### config.mk
export PLATFORM = sky130hd
export DESIGN_NAME = spi_xfer_sequencer
export DESIGN_NICKNAME = d
export VERILOG_FILES = /design/src/rtl/spi_pkg.sv /design/src/rtl/spi_sync_fifo.sv /design/src/rtl/spi_xfer_sequencer.sv
export SDC_FILE = /design/constraint.sdc
export NUM_CORES = 1
export LEC_CHECK = 0
export CORE_MARGIN = 5
export CORE_UTILIZATION = 60
export CTS_CLUSTER_DIAMETER = 200
export DETAILED_ROUTE_END_ITERATION = 8
export GPL_TIMING_DRIVEN = 1
export PLACE_DENSITY = 0.83
export SKIP_CTS_REPAIR_TIMING = 1
export SLEW_MARGIN = 20
export SYNTH_ARGS = -nofsm -noshare
export SYNTH_HDL_FRONTEND = slang
export SYNTH_SLANG_ARGS = --single-unit
### constraint.sdc
create_clock -name clk -period 4.2 [get_ports clk]
set_input_delay 0.84 -clock clk [delete_from_list [all_inputs] [get_ports clk]]
set_output_delay 0.84 -clock clk [all_outputs]
set_load 0.02 [all_outputs]
### src/rtl/spi_pkg.sv
// Shared definitions for the SPI transfer sequencer: FSM encoding and its width.
package spi_pkg;

  localparam int STATE_W = 3;

  typedef enum logic [STATE_W-1:0] {
    S_IDLE      = 3'd0,
    S_LAUNCH    = 3'd1,
    S_WAIT_BUSY = 3'd2,
    S_WAIT_DONE = 3'd3,
    S_STORE     = 3'd4
  } state_t;

endpackage

### src/rtl/spi_sync_fifo.sv
// Single-clock first-word-fall-through FIFO; push is refused when full, pop when empty.
module spi_sync_fifo #(
  parameter int DATA_WIDTH = 16,
  parameter int FIFO_DEPTH = 16
) (
  input  logic                          clk,
  input  logic                          rst,
  input  logic                          push,
  input  logic [DATA_WIDTH-1:0]         din,
  input  logic                          pop,
  output logic [DATA_WIDTH-1:0]         dout,
  output logic                          full,
  output logic                          empty,
  output logic [$clog2(FIFO_DEPTH):0]   level
);

  localparam int AW = $clog2(FIFO_DEPTH);
  localparam int LW = AW + 1;

  logic [DATA_WIDTH-1:0] mem [FIFO_DEPTH];
  logic [AW-1:0]         wr_ptr;
  logic [AW-1:0]         rd_ptr;
  logic [LW-1:0]         count;
  logic                  do_push;
  logic                  do_pop;

  assign full    = (count == LW'(FIFO_DEPTH));
  assign empty   = (count == '0);
  assign do_push = push && !full;
  assign do_pop  = pop && !empty;
  assign level   = count;
  // Head word is forced to zero when empty so the output never shows stale storage.
  assign dout    = empty ? '0 : mem[rd_ptr];

  always_ff @(posedge clk) begin
    if (rst) begin
      wr_ptr <= '0;
      rd_ptr <= '0;
      count  <= '0;
    end else begin
      if (do_push) wr_ptr <= wr_ptr + AW'(1);
      if (do_pop)  rd_ptr <= rd_ptr + AW'(1);
      case ({do_push, do_pop})
        2'b10:   count <= count + LW'(1);
        2'b01:   count <= count - LW'(1);
        default: count <= count;
      endcase
    end
  end

  always_ff @(posedge clk) begin
    if (do_push) mem[wr_ptr] <= din;
  end

endmodule

### src/rtl/spi_xfer_sequencer.sv
// Moves words from a host TX FIFO through an SPI master one at a time and
// collects the returned words into a host RX FIFO, with a master timeout.
//
//   state     | meaning
//   IDLE      | waiting for enable, TX word, RX space, master idle, no error
//   LAUNCH    | m_start_tx pulsed, m_tx_data holds the popped word
//   WAIT_BUSY | waiting for master to report busy (or finish outright)
//   WAIT_DONE | master busy, waiting for m_irq
//   STORE     | captured reply pushed into RX FIFO
module spi_xfer_sequencer
  import spi_pkg::*;
#(
  parameter int DATA_WIDTH     = 16,
  parameter int FIFO_DEPTH     = 16,
  parameter int TIMEOUT_CYCLES = 4096
) (
  input  logic                          clk,
  input  logic                          rst,
  input  logic                          enable,
  input  logic                          clr_err,
  input  logic                          tx_valid,
  output logic                          tx_ready,
  input  logic [DATA_WIDTH-1:0]         tx_word,
  output logic                          rx_valid,
  input  logic                          rx_ready,
  output logic [DATA_WIDTH-1:0]         rx_word,
  output logic                          m_start_tx,
  output logic [DATA_WIDTH-1:0]         m_tx_data,
  input  logic                          m_busy,
  input  logic                          m_irq,
  input  logic [DATA_WIDTH-1:0]         m_rx_data,
  output logic [$clog2(FIFO_DEPTH):0]   tx_level,
  output logic [$clog2(FIFO_DEPTH):0]   rx_level,
  output logic                          active,
  output logic                          err_timeout
);

  // Counter can hold TIMEOUT_CYCLES so a busy seen on the last cycle still times out in WAIT_DONE.
  localparam int CW = $clog2(TIMEOUT_CYCLES + 1);
  localparam logic [CW-1:0] TC = CW'(TIMEOUT_CYCLES - 1);

  state_t                state;
  logic [CW-1:0]         cnt;
  logic [DATA_WIDTH-1:0] tx_head;
  logic [DATA_WIDTH-1:0] rx_cap;
  logic                  tx_full, tx_empty, rx_full, rx_empty;
  logic                  launch_ok, tx_pop, rx_push;

  assign launch_ok = enable && !tx_empty && !rx_full && !m_busy && !err_timeout;
  assign tx_pop    = (state == S_IDLE) && launch_ok;
  assign rx_push   = (state == S_STORE);
  assign tx_ready  = !tx_full;
  assign rx_valid  = !rx_empty;
  assign active    = (state != S_IDLE);

  spi_sync_fifo #(.DATA_WIDTH(DATA_WIDTH), .FIFO_DEPTH(FIFO_DEPTH)) u_tx_fifo (
    .clk(clk), .rst(rst), .push(tx_valid), .din(tx_word), .pop(tx_pop),
    .dout(tx_head), .full(tx_full), .empty(tx_empty), .level(tx_level)
  );

  spi_sync_fifo #(.DATA_WIDTH(DATA_WIDTH), .FIFO_DEPTH(FIFO_DEPTH)) u_rx_fifo (
    .clk(clk), .rst(rst), .push(rx_push), .din(rx_cap), .pop(rx_ready),
    .dout(rx_word), .full(rx_full), .empty(rx_empty), .level(rx_level)
  );

  always_ff @(posedge clk) begin
    if (rst) begin
      state       <= S_IDLE;
      cnt         <= '0;
      m_start_tx  <= 1'b0;
      m_tx_data   <= '0;
      rx_cap      <= '0;
      err_timeout <= 1'b0;
    end else begin
      m_start_tx <= 1'b0;
      if (clr_err) err_timeout <= 1'b0;
      case (state)
        S_IDLE: begin
          cnt <= '0;
          if (launch_ok) begin
            m_tx_data  <= tx_head;
            m_start_tx <= 1'b1;
            state      <= S_LAUNCH;
          end
        end
        S_LAUNCH: state <= S_WAIT_BUSY;
        S_WAIT_BUSY, S_WAIT_DONE: begin
          cnt <= cnt + CW'(1);
          if (m_irq) begin
            rx_cap <= m_rx_data;
            cnt    <= '0;
            state  <= S_STORE;
          end else if (state == S_WAIT_BUSY && m_busy) begin
            state <= S_WAIT_DONE;
          end else if (cnt >= TC) begin
            // Timeout set is written after the clear so it wins in a shared cycle.
            err_timeout <= 1'b1;
            cnt         <= '0;
            state       <= S_IDLE;
          end
        end
        S_STORE: state <= S_IDLE;
        default: state <= S_IDLE;
      endcase
    end
  end

endmodule

==> summary.rpt, run 1 <==
=======================================================================================
Sequential power                                                                6690 uW
Number of ordinary and repair buffers in the finished layout                        137
Worst setup path category                                                  flop to output pin
CTS sink count                                                                      592
Max-cap viol count                                                                    0
Fraction of post-synthesis cell area in the top cell type by area                 66.5%
Relative slew slack                                                               32.0%
CTS Buf Count                                                                        57
Final net count                                                                    1396
Hold WC Path Type                                                          flop to flop
Tool warning count                                                                   32
Cell count after placement                                                         1794
Final Hold Violation Tally                                                            0
Setup crit start kind                                                              flop
Reg2reg start                                                              u_rx_fifo.level[0]
Average footprint of a synthesized cell                                       19.2 um^2
Critical Path, Cell by Cell                                                buf_12 > mux4_2 > mux4_2 > and2_1 > clkdlybuf4s50_1
Most frequent logic cells in the routed design                             edfxtp_1 (512), mux4_2 (144), clkdlybuf4s50_1 (85)
Detailed-route wire length per cell                                             26.9 um
Internal power                                                                  9890 uW
Net count entering floorplan                                                       1264
CTS tree                                                                          built
Proportion of power drawn by flip-flops and latches                               52.2%
CP max stage cell                                                          clkdlybuf4s50_1
Leakage power total                                                          0.00850 uW
FF+latch area                                                                17000 um^2
Setup skew after layout                                                       0.0203 ns
Area of the die                                                              42600 um^2
Vertical die dimension                                                           206 um
Slew of the pin with the lowest slew margin                                     1.02 ns
Max Clock Freq                                                                0.248 GHz
Signal arrival time at the worst endpoint                                       3.19 ns
Hold path startpoint                                                            cnt[11]
Pwr per Cell Area                                                           481 nW/um^2
Kind of cell with the highest combined delay on the critical path          multiplexers
Proportion of power drawn by combinational gates                                   9.6%
GR Overflow Total                                                                     0
FF-to-FF End                                                               u_rx_fifo.level[4]
Horizontal die dimension                                                         206 um
Pin count of the biggest net entering global routing                                 45
Relative area of non-clock buffer cells in the final design                       4.84%
Number of logic gates                                                               525
Post-route DRC                                                                        0
Biggest power consumer among the groups                                       registers
Routed met3 length                                                              4.01 mm
EDFF count, synth                                                                   512
Clock slew seen by the registers of the worst setup and hold paths              0.06 ns
Root buffer selected by CTS                                                   clkbuf_16
Sequential fraction of the synthesis area                                         73.4%
Standard-cell row count                                                              72
Synthesis warning total                                                               0
Dominant Register Cell                                                         edfxtp_1
Combinational-cell power consumption                                            1220 uW
Result of the run                                                          complete, no violations
Area fraction of clock buffers and clock inverters                                6.71%
Cell count in the Yosys report                                                     1203
Cell with the most instances after synthesis                                   edfxtp_1
Part of the total power dissipated in the clock network                           38.3%
Maximum level of the CTS H-tree                                                       2
Largest cell class                                                            registers
Clock buffer cells                                                                   87
Hold-critical path depth                                                              1
Crit path DRT                                                                   3.36 ns
Top cells by area                                                          edfxtp_1 (67%), mux4_2 (14%), dfxtp_1 (6.9%)
Number of buffers between clock root and the deepest sink                             3
Number of violations reported at the end of detailed-routing iteration 0           1212
Cell taking the most area after synthesis                                      edfxtp_1
=======================================================================================
## run 1: flip-flops by register name, indices dropped and copies added (netlist names), named ones only
register          cells
m_tx_data            16
u_rx_fifo.mem       256
m_start_tx            1
u_rx_fifo.level       5
u_rx_fifo.wr_ptr      4
u_tx_fifo.mem       256
state                 3
cnt                  13
u_rx_fifo.rd_ptr      4
err_timeout           1
u_tx_fifo.rd_ptr      4
rx_cap               16
u_tx_fifo.wr_ptr      4
u_tx_fifo.level       5
## run 1: cell families after synthesis
family / after synthesis / share of synthesized area [%]
compound gates: 109 / 3.16
xor+xnor: 21 / 0.796
fa+ha+maj: 21 / 1.20
buf+inv: 86 / 1.70
flops: 592 / 73.4
mux: 172 / 15.2
simple gates: 202 / 4.47
## run 1: per-stage QoR
step	util [%]	hold WS, ns	worst slack [ns]	instance area [um^2]
5_1_grt	69.4	0.502	0.0526	26600
3_3_place_gp	64.8	0.452	0.414	24900
3_5_place_dp	64.8	0.464	0.405	24900
4_1_cts	69.4	0.478	0.122	26600
2_1_floorplan	-	0.439	0.883	23100
6_report	69.4	0.477	0.168	26700
## run 1: per-layer routing
| metal | vias up | track usage, % |
|---|---|---|
| li1 | 5083 | - |
| met1 | 6246 | 31.6 |
| met2 | 624 | 42.6 |
| met3 | 115 | 4.25 |
| met4 | 0 | 8.86 |
| met5 | - | 0 |
## run 1: how the worst max path moves through the flow
stage	from	to	slack (ns)
final	flop	rx_word[15]	0.17
after global routing	flop	rx_word[15]	0.05
after CTS	flop	rx_word[9]	0.12
after detailed placement	m_busy	u_tx_fifo.level[4]	0.40
after global placement	m_busy	u_tx_fifo.level[4]	0.41
after floorplan	u_rx_fifo.level[0]	u_rx_fifo.mem[0][0]	0.88
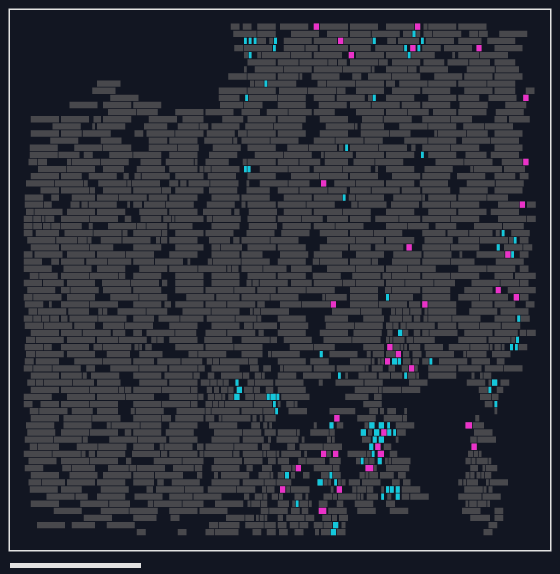
Figure 1: run 1, selected gate families.
The bar under the picture is 50 um long.
family	color	cells
NAND gates	cyan	73
AND and OR gates	magenta	33
share of cell area taken by multi-input logic gates: 22.0%
top logic cell by instance count in the layout: edfxtp_1
Layout Cells excl Fill: 1903

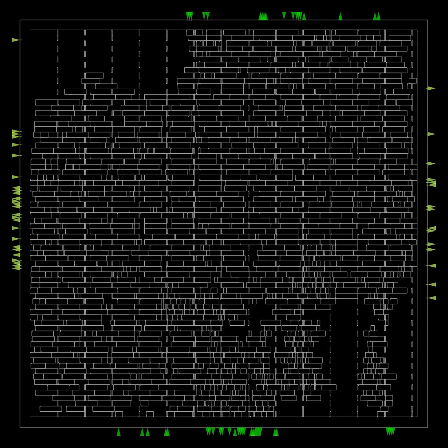
Figure 2: run 1, cell outlines without signal wires.
Layout fillers: 2353
Well-Tap Cells: 518
Flop Count: 592

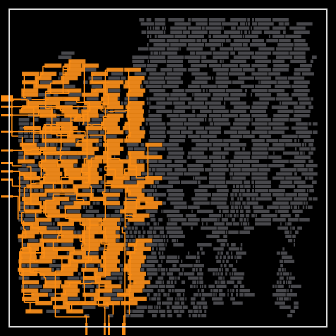
Figure 3: run 1, port wiring.
port	color	bits	direction	end cells	buffers	wire
`tx_word`	orange	16	input	256	16	2600 um
Boundary Pins: 87
number of input and output port buffers inserted: 86

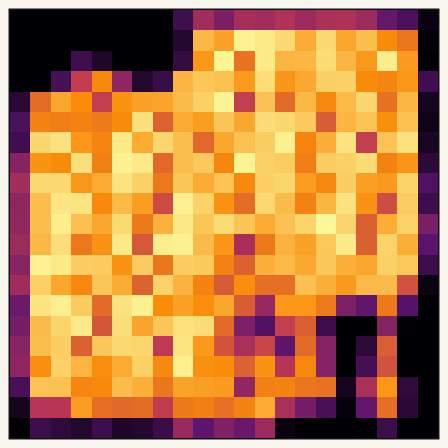
Figure 4: run 1, local utilization.
21 x 21 tiles, from black (low) to pale yellow (high), 0 to 100% covered.
emptiest ninth of the die	lower right
nearly empty tiles	11%
mean over tiles	61%

==> inputs of run 2 (changes only) <==
Settings changed: ABC_AREA set to 1, PLACE_DENSITY 0.83 to 0.82, SKIP_CTS_REPAIR_TIMING 1 to unset.
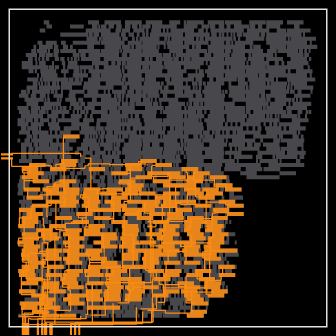
Figure 5: run 2, port wiring.
port	color	bits	direction	end cells	buffers	wire
`tx_word`	orange	16	input	256	16	3300 um

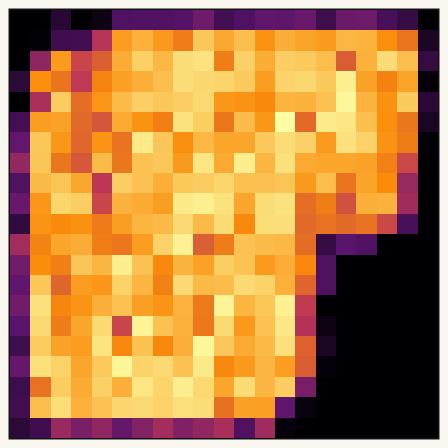
Figure 6: run 2, local utilization.
21 x 21 tiles, from black (low) to pale yellow (high), 0 to 100% covered.
emptiest ninth of the die	lower right
tiles over 75% full	54%
mean over tiles	60%
nearly empty tiles	16%
densest ninth of the die	center
fullest tile	100%

==> run 2 against run 1 <==
Via count increased by 38%. Die size is 4.5% higher. Synthesized area rose by 4.8%. Fmax grew 0.44%. Register-to-register slack gained 0.51 ns. Setup slack better by 0.018 ns. Sequential share of layout area is 1.7 points lower. Largest cell class unchanged.
==> summary.rpt, run 2 <==
=======================================================================================
Standard cell area after detailed placement                                  25600 um^2   +2.8%
Summed area of non-filler cells in the final layout                          27400 um^2   +2.8%
EDFF count, synth                                                                   512   unchanged
Number of buffers and inverters on the critical path                                  3
Routed met3 length                                                              5.94 mm   +48%
GR Overflow Total                                                                     0   unchanged
Net count entering floorplan                                                       2156   +71%
Top logic cell by instance count in the layout                                 edfxtp_1
Antenna-violating nets left                                                           0
Post-Route Hold Slack                                                          0.489 ns   +0.0123 ns
Top cells by area                                                          edfxtp_1 (63%), nor2_1 (6.6%), dfxtp_1 (6.6%)
CTS sink count                                                                      592   unchanged
Number of buffers between clock root and the deepest sink                             3   unchanged
Pwr per Cell Area                                                           567 nW/um^2   +18%
Crit path DRT                                                                   3.36 ns   about the same
Met1 GRT Util                                                                     35.7%   +4.1 points
Wire length on met2                                                             28.0 mm
Number of antenna violations at the first check in global routing                     2
Most frequent logic cells in the routed design                             edfxtp_1 (512), nor2_1 (411), nand2_1 (227)
Result of the run                                                          complete, no violations
Highest fanout seen on the critical path                                             79
Slew of the pin with the lowest slew margin                                    0.917 ns   -0.102 ns
Cell count after placement                                                         2637   +47%
Setup WS pre-CTS                                                               0.757 ns   +0.352 ns
Worst setup path category                                                  flop to output pin
Met1 wire length                                                                22.4 mm
CTS Buf Count                                                                        56   -1.8%
Global-route wire length before repair                                          89.4 mm
Global-route layer with the greatest usage                                         met2
Biggest registers after layout                                             u_rx_fifo.mem x256, u_tx_fifo.mem x256
Detailed-route wire length per cell                                             21.2 um   -21%
Number of violations reported at the end of detailed-routing iteration 0           2141   +77%
Dominant Register Cell                                                         edfxtp_1
Fraction of post-synthesis cell area in the top cell type by area                 63.5%   -3.0 points
Max Clock Freq                                                                0.249 GHz   +0.44%
Final core utilization                                                            68.8%   -0.67 points
VDD IR-drop max                                                              0.000452 V
Root buffer selected by CTS                                                   clkbuf_16
Maximum level of the CTS H-tree                                                       2   unchanged
Critical Path, Cell by Cell                                                inv_4 > buf_12 > o21ai_0 > o211ai_1 > nand3_1 > a21oi_1 > clkdlybuf4s50_1
Final Hold Violation Tally                                                            0   unchanged
Layout fillers                                                                     2681   +14%
Cell taking the most area after synthesis                                      edfxtp_1
Setup crit start kind                                                              flop
Clock slew seen by the registers of the worst setup and hold paths              0.06 ns   about the same
Post-synthesis instance total                                                      2095
Tool warning count                                                                   32   unchanged
Number of input and output port buffers inserted                                     86   unchanged
Kind of cell with the highest combined delay on the critical path          buffers and inverters
FF-to-FF End                                                               m_tx_data[13]
Worst reg2reg setup slack                                                       1.33 ns
Average footprint of a synthesized cell                                       11.6 um^2   -40%
Pin count of the biggest net entering global routing                                 89   +98%
RSZ-0062 raised after global routing                                              false
Layout Cells excl Fill                                                             2746   +44%
Cell count in the Yosys report                                                     2095   +74%
Post-route DRC                                                                        0   unchanged
GR Layer Usage met3                                                               5.61%   +1.4 points
Fraction of final layout cells sized beyond drive strength 1                      8.21%
Relative slew slack                                                               38.8%   +6.8 points
Leakage power total                                                          0.00947 uW   +11%
Final net count                                                                    2231   +60%
CP max stage cell                                                          clkdlybuf4s50_1
Horizontal die dimension                                                         211 um   +2.2%
Total cell area reported by yosys after synthesis                            24200 um^2
Synthesis warning total                                                               0   unchanged
Vertical die dimension                                                           211 um   +2.2%
Max-cap viol count                                                                    0   unchanged
Worst Slack Setup Final                                                        0.185 ns   +0.0176 ns
Setup TNS Final                                                                    0 ns
Hold WC Path Type                                                          flop to flop
Area of the die                                                              44500 um^2   +4.5%
Signal arrival time at the worst endpoint                                       3.17 ns   -0.02 ns
CTS tree                                                                          built
Worst setup endpoint                                                         rx_word[9]
Standard-cell row count                                                              73   +1.4%
Cell with the most instances after synthesis                                   edfxtp_1
Reg2reg start                                                              u_tx_fifo.rd_ptr[0]
Met2 track demand over resource                                                   41.0%   -1.6 points
Sequential fraction of the synthesis area                                         70.1%   -3.3 points
Setup skew after layout                                                       0.0245 ns   +0.00419 ns
Boundary Pins                                                                        87   unchanged
Max Used Layer                                                                     met4
=======================================================================================
run 2: cell count changes after synthesis, moves of 30 or more:
cell and change:
a21oi_1 +54, nor2_1 +375, o211ai_1 +70, o21ai_0 +194, mux4_2 -144, inv_1 +51
nand3_1 +143, o21ai_1 +30, nand2_1 +177
run 2: cell families (layout without fill, tap and decap cells):
family | count (synthesis) | after routing | synth area share (%)
simple gates | 830 | 830 | 14.0
flops | 592 | 592 | 70.1
compound gates | 436 | 436 | 10.2
buf+inv | 201 | 324 | 3.95
fa+ha+maj | 21 | 21 | 1.15
xor+xnor | 15 | 15 | 0.542
other cells | 0 | 3 | 0
run 2: cell type report:
class                   instances  area [um^2]  area share [%]
inverters                      80          307            1.12
clock buffers                  70         1490            5.45
multi-input cells            1302         6330            23.1
repair buffers                138         1270            4.65
well taps                     525          657            2.40
diodes                          3         7.51          0.0274
flip-flops and latches        592        17000            62.0
clock inverters                36          329            1.20
run 2: repair_timing:
action,in CTS,in global routing
endpoints found under the setup margin,0,1
hold buffers,0,0
endpoints found under the hold margin,0,0
gates resized,0,2
run 2: power by group:
part	total [uW]	internal (uW)	leakage [uW]	switching [uW]
Sequential	6840	6580	0.00529	263
Clock	4990	2840	0.000891	2150
Combinational	3710	1290	0.00329	2420
Total	15500	10700	0.00947	4830
run 2: worst min path at each step:
stage	endpoint	depth (start not counted)	slack [ns]	startpoint
2_1_floorplan	flop	2	0.45	u_rx_fifo.rd_ptr[2]
3_3_place_gp	u_rx_fifo.rd_ptr[2]	2	0.47	u_rx_fifo.rd_ptr[2]
3_5_place_dp	cnt[1]	2	0.48	cnt[1]
4_1_cts	cnt[1]	2	0.49	cnt[1]
5_1_grt	cnt[12]	2	0.52	cnt[12]
6_report	cnt[1]	2	0.49	cnt[1]
==> inputs of run 3 (changes only) <==
Settings changed: GPL_TIMING_DRIVEN 1 to 0.
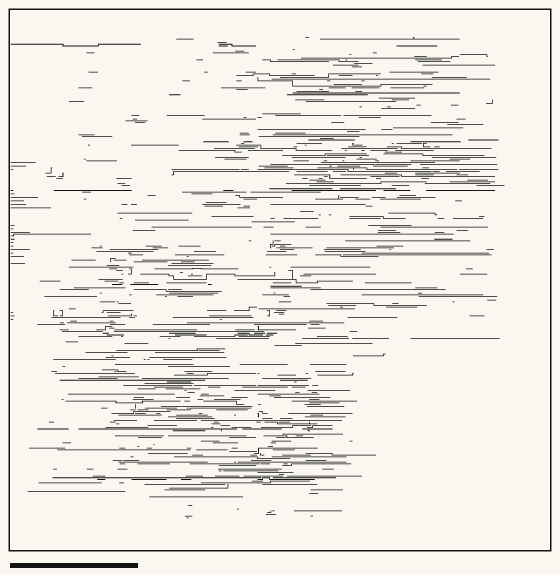
Figure 7: run 3, the metal 3 layer.
The bar under the picture is 50 um long.
share of all routed wire	12%
longest straight run	85.1 um
nets with wire on the layer	373
wire length on this layer	8260 um
main direction	horizontal

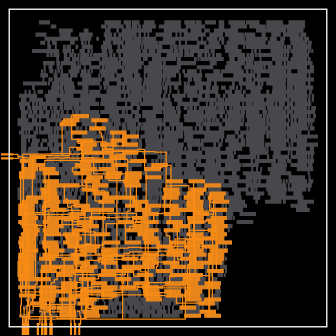
Figure 8: run 3, port wiring.
port	color	bits	direction	end cells	buffers	wire
`tx_word`	orange	16	input	256	16	5100 um

==> run 3 against run 2 <==
Hold slack hardly changed. Fmax is 1.0% lower. Highest routed layer unchanged. Synthesized area stayed put.
==> summary.rpt, run 3 <==
=======================================================================================
Result of the run                                                          complete, no violations
Setup crit start kind                                                              flop
Total net switching power                                                       5340 uW   +10%
Area share of and-or/or-and cells after synthesis                                 10.2%   unchanged
Cell count in the Yosys report                                                     2095   unchanged
CTS sink count                                                                      592   unchanged
Net count entering floorplan                                                       2156   unchanged
Number of gates resized after cts                                                     0   unchanged
Max-cap viol count                                                                    0   unchanged
CTS tree                                                                          built
Proportion of power drawn by combinational gates                                  26.8%   +3.0 points
Hold WC Path Type                                                          flop to flop
Worst reg2reg setup slack                                                       1.38 ns   +0.05 ns
Dominant Register Cell                                                         edfxtp_1
Initial cell density of the core                                                  60.8%
Wire length on met2                                                             31.5 mm   +13%
Layout Cells excl Fill                                                             2835   +3.2%
Met1 GRT Util                                                                     40.9%   +5.2 points
EDFF count, synth                                                                   512   unchanged
Cell taking the most area after synthesis                                      edfxtp_1
Global-route wire length before repair                                           100 mm   +12%
Final period util                                                                 96.6%
Cell count after placement                                                         2728   +3.5%
Routed met3 length                                                              8.26 mm   +39%
Ant. Diodes                                                                           0   -3
Adder share                                                                       1.15%   unchanged
Final min period                                                                4.06 ns
Post-synthesis instance total                                                      2095   unchanged
Clock slew seen by the registers of the worst setup and hold paths              0.06 ns   about the same
XORs/XNORs by Area                                                               0.542%   unchanged
Most frequent logic cells in the routed design                             edfxtp_1 (512), nor2_1 (395), nand2_1 (227)
Async set-or-reset flop fraction in the synthesized netlist                          0%
Switch share                                                                      32.6%   +1.5 points
Cell with the most instances after synthesis                                   edfxtp_1
Post-Route Hold Slack                                                          0.489 ns   -0.000167 ns
Number of input and output port buffers inserted                                     85   -1.2%
Setup TNS Final                                                                    0 ns   unchanged
Final Hold Violation Tally                                                            0   unchanged
Part of the total power dissipated in the clock network                           31.7%   -0.4 points
Slew of the pin with the lowest slew margin                                     1.01 ns   +0.0883 ns
Maximum level of the CTS H-tree                                                       2   unchanged
Synth top cells by count                                                   edfxtp_1 (512), nor2_1 (427), nand2_1 (227), o21ai_0 (199), nand3_1 (153)
Signal arrival time at the worst endpoint                                       3.22 ns   +0.05 ns
Relative slew slack                                                               32.9%   -6.0 points
Final setup viols                                                                     0
Fraction of final layout cells sized beyond drive strength 1                      10.6%   +2.4 points
Layout fillers                                                                     2655   -0.97%
Final core utilization                                                            70.4%   +1.6 points
Global-route layer with the greatest usage                                         met2
GR Overflow Total                                                                     0   unchanged
VDD IR-drop max                                                              0.000553 V   +22%
Antenna-violating nets left                                                           0   unchanged
Leakage power total                                                          0.00976 uW   +3.1%
Proportion of power drawn by flip-flops and latches                               41.5%   -2.5 points
Sequential fraction of the synthesis area                                         70.1%   unchanged
Standard cell core area                                                      39800 um^2
Vertical die dimension                                                           211 um   unchanged
Total count of max-transition violations in the final report                          0
Highest fanout seen on the critical path                                             10   -87%
Top logic cell by instance count in the layout                                 edfxtp_1
Pwr per Cell Area                                                           584 nW/um^2   +3.0%
Internal power                                                                 11000 uW   +3.0%
Synthesis warning total                                                               0   unchanged
Standard cell area after detailed placement                                  26100 um^2   +2.2%
Yosys simple share                                                                14.0%   unchanged
Crit path DRT                                                                   3.36 ns   about the same
Detailed-route wire length per cell                                             23.6 um   +12%
Worst setup path category                                                  flop to output pin
Top cells by area                                                          edfxtp_1 (63%), nor2_1 (6.6%), dfxtp_1 (6.6%)
Average footprint of a synthesized cell                                       11.6 um^2   unchanged
Largest logic family                                                       simple AND/OR/NAND/NOR gates
Number of buffers between clock root and the deepest sink                             3   unchanged
Horizontal die dimension                                                         211 um   unchanged
Area of the die                                                              44500 um^2   unchanged
Met1 wire length                                                                24.4 mm   +9.0%
Vias after detailed routing                                                       17552
Post-synth mux share                                                                 0%   unchanged
Max Clock Freq                                                                0.247 GHz   -1.0%
Setup skew after layout                                                       0.0248 ns   +0.000245 ns
RSZ-0062 raised after global routing                                              false
Number of antenna violations at the first check in global routing                     0   -2
Boundary Pins                                                                        87   unchanged
Summed area of non-filler cells in the final layout                          28000 um^2   +2.3%
Setup WS pre-CTS                                                               0.498 ns   -0.259 ns
Met2 track demand over resource                                                   47.0%   +6.1 points
Number of violations reported at the end of detailed-routing iteration 0           2306   +7.7%
# hold bufs at CTS                                                                    0   unchanged
Post-route DRC                                                                        0   unchanged
GR Layer Usage met3                                                               6.39%   +0.77 points
Root buffer selected by CTS                                                   clkbuf_16
CTS Buf Count                                                                        57   +1.8%
Total cell area reported by yosys after synthesis                            24200 um^2   unchanged
DR vias/cell                                                                       6.19
Max Used Layer                                                                     met4
Biggest registers after layout                                             u_rx_fifo.mem x256, u_tx_fifo.mem x256
Pin count of the biggest net entering global routing                                 18   -80%
Clock latency of the later-clocked register in the worst-skew pair              0.62 ns
Standard-cell row count                                                              73   unchanged
Final net count                                                                    2322   +4.1%
Post-synth cell types                                                                40
Tool warning count                                                                   32   unchanged
Worst Slack Setup Final                                                        0.144 ns   -0.0410 ns
Fraction of post-synthesis cell area in the top cell type by area                 63.5%   unchanged
=======================================================================================
[run 3: cell counts after synthesis]
No cell type changed its count.
[run 3: worst max-delay path, cell delays in order, from the launching register on]
cell	delay, ns
dfxtp_1	0.56
inv_2	0.15
clkbuf_1	0.33
nor2_1	0.16
o21ai_0	0.12
o211ai_1	0.23
nand3_1	0.12
a21oi_1	0.26
clkdlybuf4s50_1	0.66
[run 3: final timing paths]
path	cells past startpoint	startpoint	end
max	8	flop	rx_word[1]
min	2	cnt[12]	cnt[12]
max reg2reg	13	u_tx_fifo.level[1]	u_tx_fifo.level[4]
min reg2reg	2	cnt[12]	cnt[12]
[run 3: final cells by class]
type / count / area [um^2] / share of cell area [%]
clock inverters: 22 / 226 / 0.808
multi-input cells: 1302 / 6370 / 22.7
clock buffers: 86 / 1680 / 6.00
plain buffers: 120 / 651 / 2.32
flip-flops and latches: 592 / 17000 / 60.6
repair buffers: 108 / 1150 / 4.12
well taps: 525 / 657 / 2.34
inverters: 80 / 303 / 1.08
[run 3: logic make-up (layout without fill, tap and decap cells)]
kind of cell               Yosys count  after routing
AOI/OAI and AO/OA                  436            436
DFF                                592            592
and+or+nand+nor                    830            830
adders and majority gates           21             21
buffers and inverters              201            416
xor gates and xnor gates            15             15
[run 3: power by group through the flow]
stage | Clock, uW | Combinational [uW] | Sequential (uW)
3_3_place_gp | 0 | 4130 | 6890
6_report | 5190 | 4380 | 6800
2_1_floorplan | 0 | 2470 | 6910
4_1_cts | 5200 | 4310 | 6790
3_5_place_dp | 0 | 4270 | 6910
5_1_grt | 5450 | 4690 | 6810
Power figures rest on the tool's default switching activity, not on a simulated workload.
